$ cat config.mk
export PLATFORM = sky130hd
export DESIGN_NAME = l1_mem_arbiter
export DESIGN_NICKNAME = d
export VERILOG_FILES = /design/src/rtl/l1_mem_arbiter.sv
export SDC_FILE = /design/constraint.sdc
export NUM_CORES = 1
export LEC_CHECK = 0
export CORE_AREA = 2 2 338 340
export DETAILED_ROUTE_END_ITERATION = 10
export DIE_AREA = 0 0 340 342
export SYNTH_ARGS = -nofsm -noshare
export SYNTH_HDL_FRONTEND = slang
export SYNTH_SLANG_ARGS = --single-unit
export TNS_END_PERCENT = 5
$ cat constraint.sdc
create_clock -name clk -period 2.3 [get_ports clk]
set_input_delay 0.23 -clock clk [delete_from_list [all_inputs] [get_ports clk]]
set_output_delay 0.23 -clock clk [all_outputs]
set_load 0.005 [all_outputs]
$ cat src/rtl/l1_mem_arbiter.sv
// Round-robin arbiter sharing one lower-level line port between the I and D L1 caches.
// One transaction in flight at a time; a hung lower level is aborted after TIMEOUT wait cycles.
module l1_mem_arbiter #(
  parameter int unsigned ADDR_W  = 32,
  parameter int unsigned LINE_W  = 128,
  parameter int unsigned TIMEOUT = 255
) (
  input  logic              clk,
  input  logic              reset,
  input  logic              i_ren,
  input  logic              i_wen,
  input  logic [ADDR_W-1:0] i_addr,
  input  logic [LINE_W-1:0] i_wdata,
  output logic [LINE_W-1:0] i_rdata,
  output logic              i_busy,
  input  logic              d_ren,
  input  logic              d_wen,
  input  logic [ADDR_W-1:0] d_addr,
  input  logic [LINE_W-1:0] d_wdata,
  output logic [LINE_W-1:0] d_rdata,
  output logic              d_busy,
  output logic              mem_ren,
  output logic              mem_wen,
  output logic [ADDR_W-1:0] mem_addr,
  output logic [LINE_W-1:0] mem_wdata,
  input  logic [LINE_W-1:0] mem_rdata,
  input  logic              mem_busy,
  output logic              grant_d,
  output logic              err
);

  localparam int unsigned CNT_W = 8;

  typedef enum logic [1:0] {S_IDLE, S_ISSUE, S_WAIT, S_DONE} state_e;

  state_e              state_q, state_d;
  logic                mem_ren_q, mem_ren_d;
  logic                mem_wen_q, mem_wen_d;
  logic [ADDR_W-1:0]   mem_addr_q, mem_addr_d;
  logic [LINE_W-1:0]   mem_wdata_q, mem_wdata_d;
  logic [LINE_W-1:0]   i_rdata_q, i_rdata_d;
  logic [LINE_W-1:0]   d_rdata_q, d_rdata_d;
  logic                i_busy_q, i_busy_d;
  logic                d_busy_q, d_busy_d;
  logic                grant_d_q, grant_d_d;
  logic                err_q, err_d;
  logic                last_d_q, last_d_d;
  logic                mask_vld_q, mask_vld_d;
  logic                mask_d_q, mask_d_d;
  logic [CNT_W-1:0]    cnt_q, cnt_d;

  logic i_req, d_req, i_elig, d_elig, pick_d, op_wr;

  // State and output registers
  always_ff @(posedge clk) begin
    if (reset) begin
      state_q     <= S_IDLE;
      mem_ren_q   <= 1'b0;
      mem_wen_q   <= 1'b0;
      mem_addr_q  <= '0;
      mem_wdata_q <= '0;
      i_rdata_q   <= '0;
      d_rdata_q   <= '0;
      i_busy_q    <= 1'b1;
      d_busy_q    <= 1'b1;
      grant_d_q   <= 1'b0;
      err_q       <= 1'b0;
      last_d_q    <= 1'b0;
      mask_vld_q  <= 1'b0;
      mask_d_q    <= 1'b0;
      cnt_q       <= '0;
    end else begin
      state_q     <= state_d;
      mem_ren_q   <= mem_ren_d;
      mem_wen_q   <= mem_wen_d;
      mem_addr_q  <= mem_addr_d;
      mem_wdata_q <= mem_wdata_d;
      i_rdata_q   <= i_rdata_d;
      d_rdata_q   <= d_rdata_d;
      i_busy_q    <= i_busy_d;
      d_busy_q    <= d_busy_d;
      grant_d_q   <= grant_d_d;
      err_q       <= err_d;
      last_d_q    <= last_d_d;
      mask_vld_q  <= mask_vld_d;
      mask_d_q    <= mask_d_d;
      cnt_q       <= cnt_d;
    end
  end

  // Arbitration, transaction sequencing and completion
  always_comb begin
    state_d     = state_q;
    mem_ren_d   = mem_ren_q;
    mem_wen_d   = mem_wen_q;
    mem_addr_d  = mem_addr_q;
    mem_wdata_d = mem_wdata_q;
    i_rdata_d   = i_rdata_q;
    d_rdata_d   = d_rdata_q;
    i_busy_d    = 1'b1;
    d_busy_d    = 1'b1;
    grant_d_d   = grant_d_q;
    err_d       = err_q;
    last_d_d    = last_d_q;
    mask_vld_d  = 1'b0;
    mask_d_d    = mask_d_q;
    cnt_d       = cnt_q;

    i_req  = i_ren | i_wen;
    d_req  = d_ren | d_wen;
    // The just-served port is masked for one cycle to absorb its registered request drop
    i_elig = i_req & ~(mask_vld_q & ~mask_d_q);
    d_elig = d_req & ~(mask_vld_q & mask_d_q);
    pick_d = d_elig & (~i_elig | ~last_d_q);
    op_wr  = pick_d ? d_wen : i_wen;

    case (state_q)
      S_IDLE: begin
        if (i_elig | d_elig) begin
          grant_d_d   = pick_d;
          mem_wen_d   = op_wr;
          mem_ren_d   = ~op_wr;
          mem_addr_d  = pick_d ? d_addr : i_addr;
          mem_wdata_d = pick_d ? d_wdata : i_wdata;
          state_d     = S_ISSUE;
        end
      end
      S_ISSUE: begin
        cnt_d   = '0;
        state_d = S_WAIT;
      end
      S_WAIT: begin
        cnt_d = cnt_q + CNT_W'(1);
        if (!mem_busy) begin
          mem_ren_d = 1'b0;
          mem_wen_d = 1'b0;
          if (mem_ren_q) begin
            if (grant_d_q) d_rdata_d = mem_rdata;
            else           i_rdata_d = mem_rdata;
          end
          i_busy_d = grant_d_q;
          d_busy_d = ~grant_d_q;
          state_d  = S_DONE;
        end else if (cnt_q + CNT_W'(1) == CNT_W'(TIMEOUT)) begin
          mem_ren_d = 1'b0;
          mem_wen_d = 1'b0;
          err_d     = 1'b1;
          if (grant_d_q) d_rdata_d = '0;
          else           i_rdata_d = '0;
          i_busy_d = grant_d_q;
          d_busy_d = ~grant_d_q;
          state_d  = S_DONE;
        end
      end
      S_DONE: begin
        last_d_d   = grant_d_q;
        mask_d_d   = grant_d_q;
        mask_vld_d = 1'b1;
        state_d    = S_IDLE;
      end
      default: state_d = S_IDLE;
    endcase
  end

  assign mem_ren   = mem_ren_q;
  assign mem_wen   = mem_wen_q;
  assign mem_addr  = mem_addr_q;
  assign mem_wdata = mem_wdata_q;
  assign i_rdata   = i_rdata_q;
  assign d_rdata   = d_rdata_q;
  assign i_busy    = i_busy_q;
  assign d_busy    = d_busy_q;
  assign grant_d   = grant_d_q;
  assign err       = err_q;

endmodule

Placed cells, one color a class:
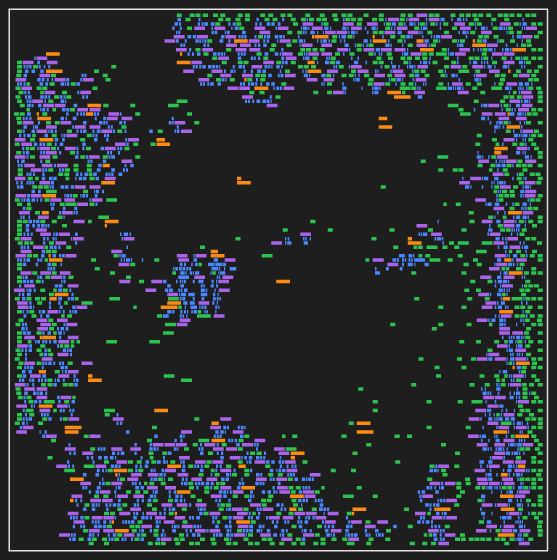
- clock drivers and dummy loads: orange (cells 100; share of their area 6.2%)
- all other logic: blue (cells 1774; share of their area 32%)
- other buffers and delay cells: green (cells 985; share of their area 33%)
- flip-flops: purple (cells 434; share of their area 29%)

Signal metal coverage by tile:
Scale bar: 100 µm. 34 x 34 tiles, from dark blue (low) to red (high), scaled to the fullest tile. Values are wire area over tile area, all layers added.
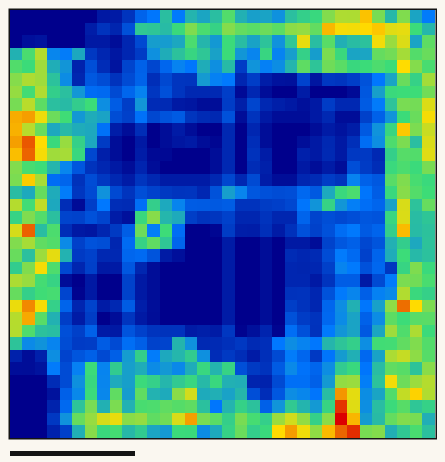
- tiles over half the peak: 21%
- densest ninth of the die: bottom right
- fullest tile: 0.53
- emptiest ninth of the die: middle
- nearly empty tiles: 11%

Cell area per tile:
Scale bar: 100 µm. 34 x 34 tiles, from dark blue (low) to red (high), 0 to 100% covered.
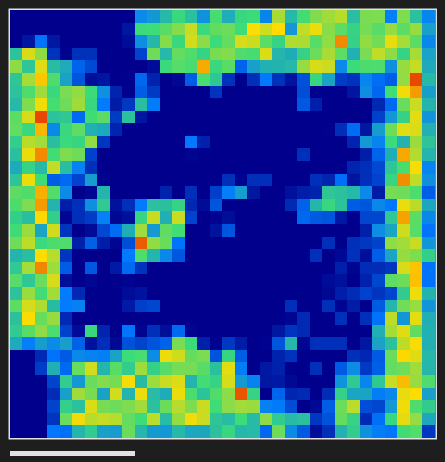
- tiles over 75% full: 2.0%
- mean over tiles: 26%
- nearly empty tiles: 34%
- fullest tile: 92%
- densest ninth of the die: top right
Finished Core Util: 28.53%
Pre-Place Util: 17.12%
core area: 113100 µm²

==> flow_metrics.tcl <==
# yosys + openroad results
set metrics [dict create \
    seq_share_pct 26.93 \
    finalWorstSetupSlack_ns 0.1263 \
    synthesis.nets 2931 \
    cp.required_ns 2.07 \
    power.density_nw_per_um2 928.5 \
    num-nonclk-buffers 985 \
    swShare_pct 34.40 \
    rr_startpoint "cnt_q[0]" \
    drtAntennaViolNets 0 \
    path_depth 1 \
    dp_hpwl_um 78740 \
    top_area_cell "dfxtp_1" \
    antenna_cells 10 \
    arrival_ns 1.94 \
    design_area_um2 32260 \
    ys_warn_count 0 \
    crit_type "register to output pin" \
    worstMarginPinSlew_ns 0.7447 \
    regToRegSetupSlack_ns 0.16 \
    synth-edff-count 0 \
    crit_family "buffers and inverters" \
    synth.area.top_cells "dfxtp_1 45%, nand2_1 9.0%, a311oi_1 7.3%" \
    routed.top_layer "met5" \
    fin_skew_ns 0.02901 \
    first_global_vias 20430 \
    seq_cells 434 \
    warnings 33 \
    cp_slowest_stage_delay_ns 0.94 \
    die_w_um 340 \
    synth_cell_types 43 \
    clockBufferCount 85 \
    rsz0062_at_grt "false" \
    drt_iter0_drc 1352 \
    crit_path_end_kind "output pin" \
    comb_area_um2 9625 \
    instances_no_fill 4815 \
    final-setup-viol-count 0 \
    dominant_cells "non-clock buffers" \
    endpoint "mem_wdata[91]" \
    cp-startpoint "mem_wdata[91]" \
    ys_ff 434 \
    maxCapViolCount 0 \
    power_leakage_nw 10.72 \
    finalHoldViolations 0 \
    status "finished, final reports clean" \
    postCtsSetupBuffers 0 \
    grt_antenna_before_repair 18 \
    clock_path_buffers 3 \
    area_delta_synth_final_pct 66.66 \
    r2r_end "i_busy" \
    fin_crit_ns 2.174 \
    synth_chip_area_um2 19360 \
    vias_per_cell 4.512 \
    fin_hold_ws_ns 0.09437 \
    common_cells "464 x nand2_1, 434 x dfxtp_1, 264 x a21oi_1" \
    grt_first_pass_wirelength_um 146200 \
    grt_max_degree 125 \
    synthFlopType "dfxtp_1" \
    lay_top_cells "874 x clkdlybuf4s50_1, 464 x nand2_1, 434 x dfxtp_1" \
    hold-path-cell-count 2 \
    io_pins 877 \
    period_used_pct 94.51 \
    met2WireLength_um 48970 \
    fill_cells 11960 \
    pwr-share-comb_pct 34.9 \
    drc_errors 0 \
    syn_inst 2470 \
    pre_cts_slack_ns 0.1105 \
    ctsHoldBuffers 0 \
    die_h_um 342 \
    cts_htree_levels 2 \
    comb-cell-share_pct 29.83 \
    cts_resized 0 \
    grt_usage_pct 16.91 \
    critPathLaunchType "register" \
    num_rows 124 \
    p_clk_share_pct 30.6 \
    met3WireLength_um 8970 \
    dp_cells 4705 \
    crit_slowest_cell "clkdlybuf4s50_1" \
    p_int_mw 19.65 \
    syn_avg_cell_area_um2 7.838 \
    io_buffers 876 \
    n_all_inverters 9 \
    worstRegToRegCells 7 \
    hp-start "reset" \
    die_area_um2 116300 \
    clock_area_share_pct 5.867 \
    routabilityCongestion 0.8696 \
    multi_input_comb_cells 1765 \
    vias 21720 \
    dr.pass1.iters 5 \
]
Track usage over the die:
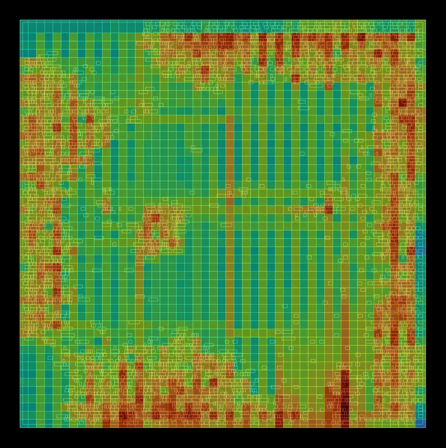
met3 usage: 5.304%
met1 Track Usage GR: 21.14%
routed wire length per instance: 21.75 µm
met2 layer usage reported by global route: 27.43%
busiest layer in global routing: met2

Drive-strength map:
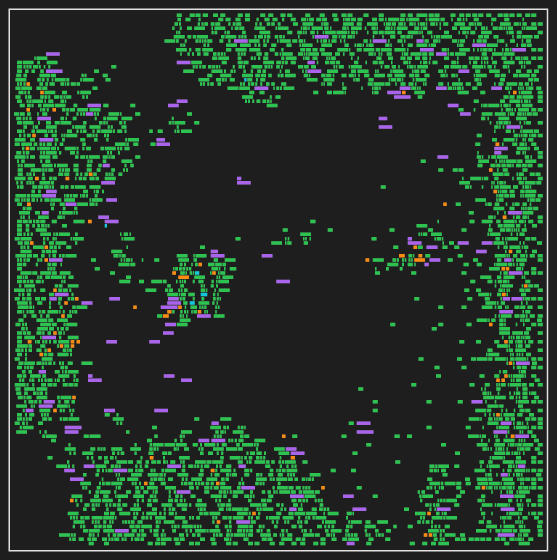
- drive 6 and up: purple (cells 124; share 3.8%; most used clkbuf_16)
- drive 2: cyan (cells 5; share 0.15%; most used clkinv_2)
- drive 3 to 4: orange (cells 76; share 2.3%; most used buf_4)
- drive 1 or less: green (cells 3088; share 94%; most used clkdlybuf4s50_1)

## state kept, by name, indices dropped and copies added, names as in the netlist, 2 cells and up
signal     count
mem_wdata    128
mem_addr      32
state_q        2
cnt_q          8
i_rdata      128
d_rdata      128
## power groups by stage
stage / Combinational, mW / Clock, mW / Sequential (mW)
global placement: 10.6 / 0 / 10.5
floorplan: 3.71 / 0 / 10.2
detailed placement: 10.6 / 0 / 10.4
CTS: 10.7 / 9.46 / 10.3
global route: 11.3 / 9.72 / 10.5
finish: 10.5 / 9.17 / 10.3
## kinds of logic after synthesis
group / synth area share [%]
and+or+nand+nor: 29.96
AOI/OAI and AO/OA: 19.16
DFF: 44.88
buffers and inverters: 5.519
adders and majority gates: 0.3878
muxes: 0.1034
Power is estimated from default activity; no workload was simulated.
